File: src/rtl/hwag_cap_filter_if.sv
// Signal bundle between the tooth-sensor front-end and its controller: control inputs,
// filtered level, edge strobe and period capture outputs.
interface hwag_cap_filter_if #(
  parameter int FILT_WIDTH = 8,
  parameter int PER_WIDTH  = 24
);
  logic                  ena;
  logic                  cap_in;
  logic                  edge_sel;
  logic [FILT_WIDTH-1:0] filt_len;
  logic                  cap_out;
  logic                  cap_edge;
  logic [PER_WIDTH-1:0]  cap_period;
  logic                  cap_vld;
  logic                  cap_ovf;

  modport master (
    output ena, cap_in, edge_sel, filt_len,
    input  cap_out, cap_edge, cap_period, cap_vld, cap_ovf
  );

  modport slave (
    input  ena, cap_in, edge_sel, filt_len,
    output cap_out, cap_edge, cap_period, cap_vld, cap_ovf
  );
endinterface

File: src/rtl/hwag_cap_filter.sv
// Crank/cam tooth input conditioner: synchroniser, glitch filter, selectable edge strobe
// and saturating tooth-period measurement between qualified edges.
module hwag_cap_filter #(
  parameter int SYNC_STAGES = 2,
  parameter int FILT_WIDTH  = 8,
  parameter int PER_WIDTH   = 24
) (
  input logic              clk,
  input logic              arst,
  input logic              srst,
  hwag_cap_filter_if.slave bus
);

  function automatic logic [FILT_WIDTH-1:0] sat_inc_filt(input logic [FILT_WIDTH-1:0] v);
    return (&v) ? v : v + 1'b1;
  endfunction

  function automatic logic [PER_WIDTH-1:0] sat_inc_per(input logic [PER_WIDTH-1:0] v);
    return (&v) ? v : v + 1'b1;
  endfunction

  logic [SYNC_STAGES-1:0] sync_p0;
  logic                   s_p1;
  logic [FILT_WIDTH-1:0]  filt_cnt_p1;
  logic                   level_p1;
  logic [PER_WIDTH-1:0]   per_cnt_p1;
  logic                   armed_p1;
  logic                   edge_p2;
  logic                   vld_p2;
  logic [PER_WIDTH-1:0]   period_p2;
  logic                   ovf_p2;

  logic [FILT_WIDTH:0]    len_eff;
  logic [FILT_WIDTH:0]    cnt_next;
  logic                   flip;
  logic                   qual;

  assign s_p1 = sync_p0[SYNC_STAGES-1];

  // Filter decision: ">=" lets a shortened filt_len take effect on the next mismatch sample
  always_comb begin
    len_eff  = (bus.filt_len == '0) ? (FILT_WIDTH+1)'(1) : {1'b0, bus.filt_len};
    cnt_next = {1'b0, filt_cnt_p1} + (FILT_WIDTH+1)'(1);
    flip     = bus.ena && (s_p1 != level_p1) && (cnt_next >= len_eff);
    qual     = flip && (bus.edge_sel ? level_p1 : ~level_p1);
  end

  always_ff @(posedge clk or posedge arst) begin
    if (arst) begin
      sync_p0     <= '0;
      filt_cnt_p1 <= '0;
      level_p1    <= 1'b0;
      per_cnt_p1  <= '0;
      armed_p1    <= 1'b0;
      edge_p2     <= 1'b0;
      vld_p2      <= 1'b0;
      period_p2   <= '0;
      ovf_p2      <= 1'b0;
    end else if (srst) begin
      sync_p0     <= '0;
      filt_cnt_p1 <= '0;
      level_p1    <= 1'b0;
      per_cnt_p1  <= '0;
      armed_p1    <= 1'b0;
      edge_p2     <= 1'b0;
      vld_p2      <= 1'b0;
      period_p2   <= '0;
      ovf_p2      <= 1'b0;
    end else begin
      // Stage 0: synchroniser keeps running while ena is low
      sync_p0 <= {sync_p0[SYNC_STAGES-2:0], bus.cap_in};

      // Stage 1: glitch filter and period counter
      if (bus.ena) begin
        if (s_p1 == level_p1) begin
          filt_cnt_p1 <= '0;
        end else if (flip) begin
          level_p1    <= s_p1;
          filt_cnt_p1 <= '0;
        end else begin
          filt_cnt_p1 <= sat_inc_filt(filt_cnt_p1);
        end

        if (qual) begin
          per_cnt_p1 <= '0;
          armed_p1   <= 1'b1;
        end else begin
          per_cnt_p1 <= sat_inc_per(per_cnt_p1);
        end
      end

      // Stage 2: strobes and period capture; first edge after reset only arms
      edge_p2 <= qual;
      vld_p2  <= qual && armed_p1;
      if (qual && armed_p1) begin
        period_p2 <= sat_inc_per(per_cnt_p1);
        ovf_p2    <= ovf_p2 | (&per_cnt_p1);
      end
    end
  end

  assign bus.cap_out    = level_p1;
  assign bus.cap_edge   = edge_p2;
  assign bus.cap_vld    = vld_p2;
  assign bus.cap_period = period_p2;
  assign bus.cap_ovf    = ovf_p2;

endmodule
File: src/flat_wrapper.sv
// flat-port wrapper written by rule: the top's interface ports become plain ports
module hwag_cap_filter_flat 
#(
  parameter int SYNC_STAGES = 2,
  parameter int FILT_WIDTH  = 8,
  parameter int PER_WIDTH   = 24
)
  (clk, arst, srst, bus_ena, bus_cap_in, bus_edge_sel, bus_filt_len, bus_cap_out, bus_cap_edge, bus_cap_period, bus_cap_vld, bus_cap_ovf);
  hwag_cap_filter_if #(.FILT_WIDTH(FILT_WIDTH), .PER_WIDTH(PER_WIDTH)) bus_i ();
  input logic clk;
  input logic arst;
  input logic srst;
  input wire logic [$bits(bus_i.ena)-1:0] bus_ena;
  input wire logic [$bits(bus_i.cap_in)-1:0] bus_cap_in;
  input wire logic [$bits(bus_i.edge_sel)-1:0] bus_edge_sel;
  input wire logic [$bits(bus_i.filt_len)-1:0] bus_filt_len;
  output wire logic [$bits(bus_i.cap_out)-1:0] bus_cap_out;
  output wire logic [$bits(bus_i.cap_edge)-1:0] bus_cap_edge;
  output wire logic [$bits(bus_i.cap_period)-1:0] bus_cap_period;
  output wire logic [$bits(bus_i.cap_vld)-1:0] bus_cap_vld;
  output wire logic [$bits(bus_i.cap_ovf)-1:0] bus_cap_ovf;
  assign bus_i.ena = bus_ena;
  assign bus_i.cap_in = bus_cap_in;
  assign bus_i.edge_sel = bus_edge_sel;
  assign bus_i.filt_len = bus_filt_len;
  assign bus_cap_out = bus_i.cap_out;
  assign bus_cap_edge = bus_i.cap_edge;
  assign bus_cap_period = bus_i.cap_period;
  assign bus_cap_vld = bus_i.cap_vld;
  assign bus_cap_ovf = bus_i.cap_ovf;
  hwag_cap_filter #(.SYNC_STAGES(SYNC_STAGES), .FILT_WIDTH(FILT_WIDTH), .PER_WIDTH(PER_WIDTH)) u_core (.clk(clk), .arst(arst), .srst(srst), .bus(bus_i));
endmodule
File: config.mk
export PLATFORM = sky130hd
export DESIGN_NAME = hwag_cap_filter_flat
export DESIGN_NICKNAME = d
export VERILOG_FILES = /design/src/rtl/hwag_cap_filter_if.sv /design/src/rtl/hwag_cap_filter.sv /design/src/flat_wrapper.sv
export SDC_FILE = /design/constraint.sdc
export NUM_CORES = 1
export LEC_CHECK = 0
export CAP_MARGIN = 25
export CORE_UTILIZATION = 30
export DETAILED_ROUTE_END_ITERATION = 10
export GPL_TIMING_DRIVEN = 0
export PLACE_DENSITY_LB_ADDON = 0.08
export SLEW_MARGIN = 25
export SYNTH_ARGS = -nofsm -noshare
export SYNTH_HDL_FRONTEND = slang
export SYNTH_SLANG_ARGS = --single-unit
export TNS_END_PERCENT = 1
File: constraint.sdc
create_clock -name clk -period 3.08 [get_ports clk]
set_clock_uncertainty 0.2 [all_clocks]
set_input_delay 0.616 -clock clk [delete_from_list [all_inputs] [get_ports clk]]
set_output_delay 0.616 -clock clk [all_outputs]
set_load 0.01 [all_outputs]
**Clock distribution**

Bar = 20 um.
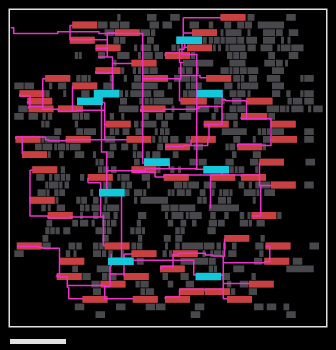
- cyan: clock-net drivers (count 9)
- red: flip-flops (count 63)
- magenta: clock wires (length 1100 um)
- flops lie: widely spread
clock network power share: 0.539
P_clk: 1130 uW
clock latency at the later pin of the worst-skew pair: 0.34 ns

**Cell classes on the final placement**

Fill, decap, tap and diode cells in grey.
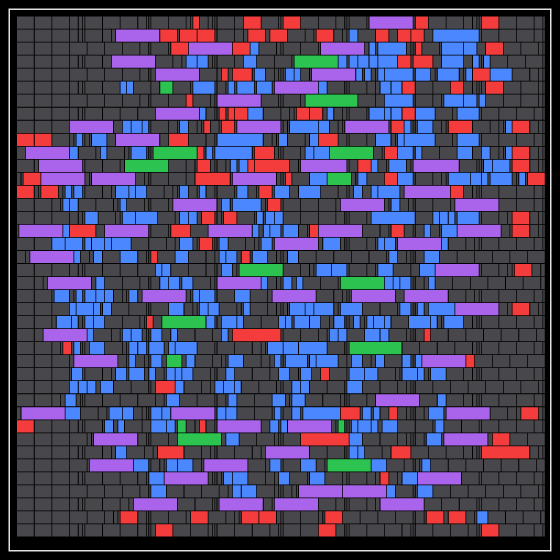
- blue: remaining logic cells (cells 330)
- purple: registers (cells 63)
- red: remaining buffers and delay cells (cells 102)
- green: clock drivers and dummy loads (cells 16)
register share of the cell area: 0.299
Finished Cell Area: 0.00528 mm^2
row count: 40
Util after Layout: 0.440
total core area: 0.0120 mm^2

**Clock nets**

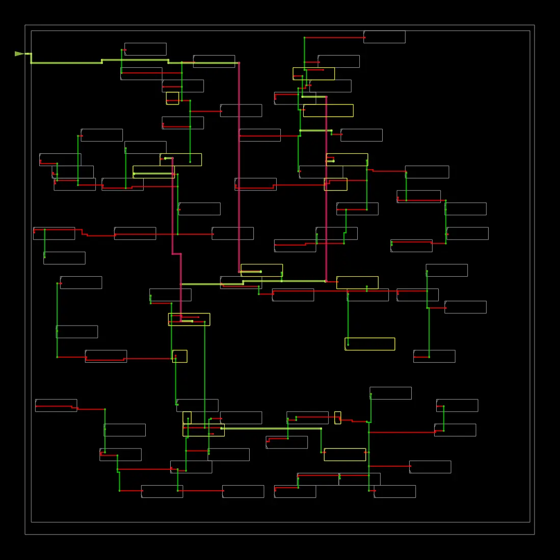
CTS buffer count: 9
Flops: 63
clk_buf instances: 11

**Where the registers sit**

Bar = 20 um. Other sequential cells in the stronger grey, the rest of the logic in the fainter grey.
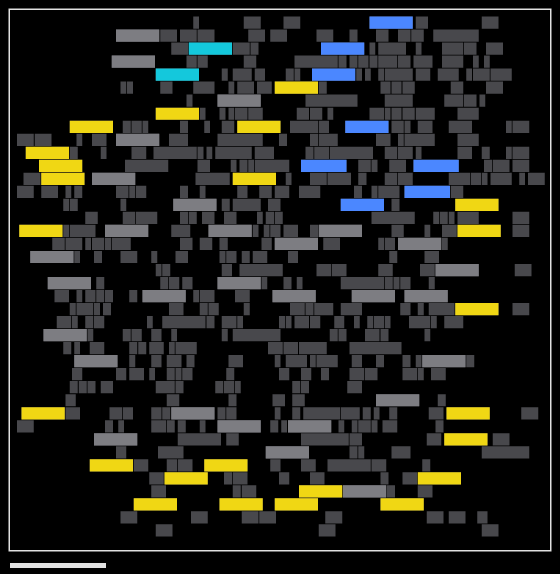
- cyan: `u_core.sync_p0` (flops 2)
- blue: `u_core.filt_cnt_p1` (flops 8)
- yellow: `u_core.bus.cap_period` (flops 24; where widely spread)
- not coloured: 29
Seq. pwr: 836 uW
register area: 0.00158 mm^2

**Routed metal, one colour a layer**

Bar = 20 um. Two of the layers only.
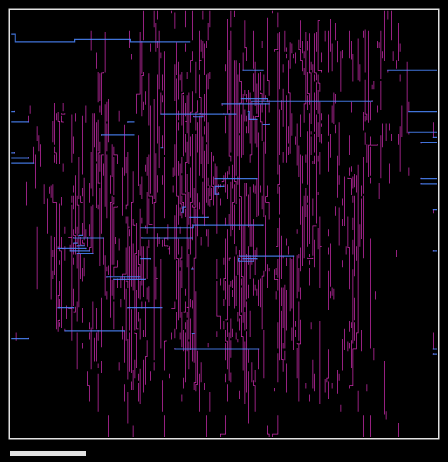
- magenta: M2 (wire length 5710 um)
- blue: M3 (wire length 400 um)
final WL: 11900 um
drt wl/cell: 18.1 um
Vias: 3610

==> impl_metrics.py <==
# Flow results
metrics = {
    "outcome": {
        "status": "complete, but fails checks",
        "failed_checks": "negative setup slack",
    },
    "setup_path": {
        "critPathKind": "reg2reg",
        "required_ns": 3.12,
        "rr_worst_depth": 12,
        "r2r-start": "u_core.filt_cnt_p1[1]$_DFFE_PP0P_",
        "r2r-end": "u_core.filt_cnt_p1[6]$_DFFE_PP0P_",
        "crit_fanout": 4,
        "start_kind": "flop",
        "reg2reg_slack_ns": -0.20,
    },
    "cts": {
        "postCtsSetupBuffers": 23,
        "cts_resized": 78,
        "clk_pin_slew_ns": 0.06,
        "cts_tree": "built",
        "cts_root_buf": "clkbuf_16",
        "htree_levels": 3,
        "ctsHoldBuffers": 0,
    },
    "routing": {
        "antenna_left": 0,
        "drt-initial-drc-count": 164,
        "firstDrtPassIters": 5,
    },
    "sta": {
        "fin_crit_ns": 3.28,
        "rsz0062_at_grt": "yes",
        "tightest_slew_ns": 0.879,
        "setup_ws_ns": -0.200,
        "setup_tns_ns": -4.66,
        "slew_headroom": 0.408,
        "setup_viol": 57,
        "slew_viol_final": 0,
    },
    "synth": {
        "ys_seq_share": 0.428,
        "ys_types": 50,
        "synth_flop_count": 63,
        "ys_area_mm2": 0.00368,
        "synth-main-ff-cell": "dfrtp_1",
        "synthesis.nets": 446,
        "top_cells_by_count": "dfrtp_1 (63), nand2_1 (49), o21ai_0 (35)",
        "syn_avg_cell_area_um2": 8.73,
        "yosys_warnings": 0,
        "synth.area.top_cells": "dfrtp_1 (43%), nand2_1 (5.0%), o21ai_0 (4.8%)",
        "netlist_area_mm2": 0.00368,
        "synthCells": 422,
        "top_cell": "dfrtp_1",
    },
    "grt": {
        "grt.total_usage": 0.195,
        "grt_pass1_wl_um": 18900,
        "grt_overflow": 0,
        "antenna_found_initial": 0,
    },
    "die": {
        "fp_util": 0.307,
        "die-height_um": 113,
        "die_w_um": 113,
        "chip_area_mm2": 0.0127,
    },
    "place": {
        "gp_congestion": 0.847,
        "place_area_mm2": 0.00431,
        "io_buffers": 40,
        "hpwl_um": 7810,
    },
    "final_layout": {
        "fillers": 1184,
        "drive_gt1_frac": 0.247,
        "layout.nets": 530,
        "areaGrowthSynthToFinish_pct": 43.5,
    },
    "hold_path": {
        "hold-path-endpoint": "u_core.sync_p0[1]$_DFF_PP0_",
        "hold_start": "u_core.sync_p0[0]$_DFF_PP0_",
        "hold_class": "reg2reg",
        "hold_depth": 1,
    },
    "flow_run": {
        "tool_warnings": 28,
    },
    "power_and_ir_drop": {
        "peakVddDrop_mv": 0.246,
        "leakagePower_uw": 0.00212,
        "power_density_mw_per_mm2": 395,
        "finalPower_uw": 2090,
    },
}
## worst max path at each step
stage	startpoint	end	slack, ns	cells after the start
4_1_cts	u_core.filt_cnt_p1[1]$_DFFE_PP0P_	u_core.filt_cnt_p1[6]$_DFFE_PP0P_	-0.20	12
5_1_grt	u_core.filt_cnt_p1[4]$_DFFE_PP0P_	u_core.per_cnt_p1[17]$_DFFE_PP0P_	-0.32	13
3_3_place_gp	bus_filt_len[5]	u_core.per_cnt_p1[5]$_DFFE_PP0P_	-0.88	12
2_1_floorplan	u_core.filt_cnt_p1[0]$_DFFE_PP0P_	u_core.filt_cnt_p1[6]$_DFFE_PP0P_	0.0001	11
6_report	u_core.filt_cnt_p1[1]$_DFFE_PP0P_	u_core.filt_cnt_p1[6]$_DFFE_PP0P_	-0.20	12
3_5_place_dp	bus_filt_len[5]	u_core.per_cnt_p1[5]$_DFFE_PP0P_	-0.92	12
## critical path: stages (launching register included)
cell      delay (ns)
dfrtp_1         0.42
nand3_2         0.10
or3_4           0.37
nor2_4          0.11
xor2_2          0.16
ha_1            0.26
and3_4          0.20
a221oi_4        0.31
o21ai_4         0.14
buf_6           0.14
nor3_4          0.12
or4b_1          0.46
a31oi_1         0.20
## layout make-up
cell class,instances,area [um^2],share of cell area
clock buffer,11,243,0.0459
inverter,15,58.8,0.0111
timing repair buffer,73,739,0.140
multi-input combinational,315,2200,0.416
buffer,29,196,0.0372
sequential,63,1580,0.299
tap,147,184,0.0348
clock inverter,5,81.3,0.0154
## stage by stage
step	worst slack (ns)	utilization	instances
after floorplan	0.000146	-	422
after global placement	-0.884	0.357	609
after detailed placement	-0.920	0.359	610
after CTS	-0.204	0.428	653
after global routing	-0.316	0.440	658
final	-0.200	0.440	658
## power breakdown
| group | total, uW | internal (uW) | leakage [uW] | switching, uW |
|---|---|---|---|---|
| Combinational | 127 | 44.5 | 0.00109 | 82.5 |
| Clock | 1130 | 731 | 0.000156 | 395 |
| Sequential | 836 | 831 | 0.000873 | 4.31 |
| Total | 2090 | 1610 | 0.00212 | 482 |
## cell families (layout without fill, tap and decap cells)
kind of cell / after synthesis / in the layout / synth area share
adder cells (fa/ha/maj): 10 / 10 / 0.0340
XOR/XNOR: 19 / 19 / 0.0452
flip-flops: 63 / 63 / 0.428
multiplexers: 3 / 3 / 0.00816
AND-OR/OR-AND: 118 / 118 / 0.203
AND/OR/NAND/NOR: 165 / 165 / 0.232
buffers and inverters: 44 / 133 / 0.0496
## flip-flops by register name (all words and copies together) (netlist names), 2 cells and up
register,count
u_core.sync_p0,2
u_core.per_cnt_p1,24
u_core.filt_cnt_p1,8
u_core.bus.cap_period,24
## metal layers
metal / share of wire / global-route usage / vias to the layer above
met4: 0.015 / 0.0738 / 0
met1: 0.47 / 0.263 / 1798
li1: - / - / 1717
met2: 0.48 / 0.314 / 82
met5: 0 / 0 / -
met3: 0.034 / 0.0332 / 13
## layout by cell type (no fill, tap or decap), types with 15 or more instances in the layout
master,n
a21oi_1,23
nand3_1,23
nor2_1,27
o21ai_2,17
clkdlybuf4s50_1,40
buf_4,24
o21ai_0,15
dfrtp_1,60
nand2_1,45
Power figures rest on the tool's default switching activity, not on a simulated workload.
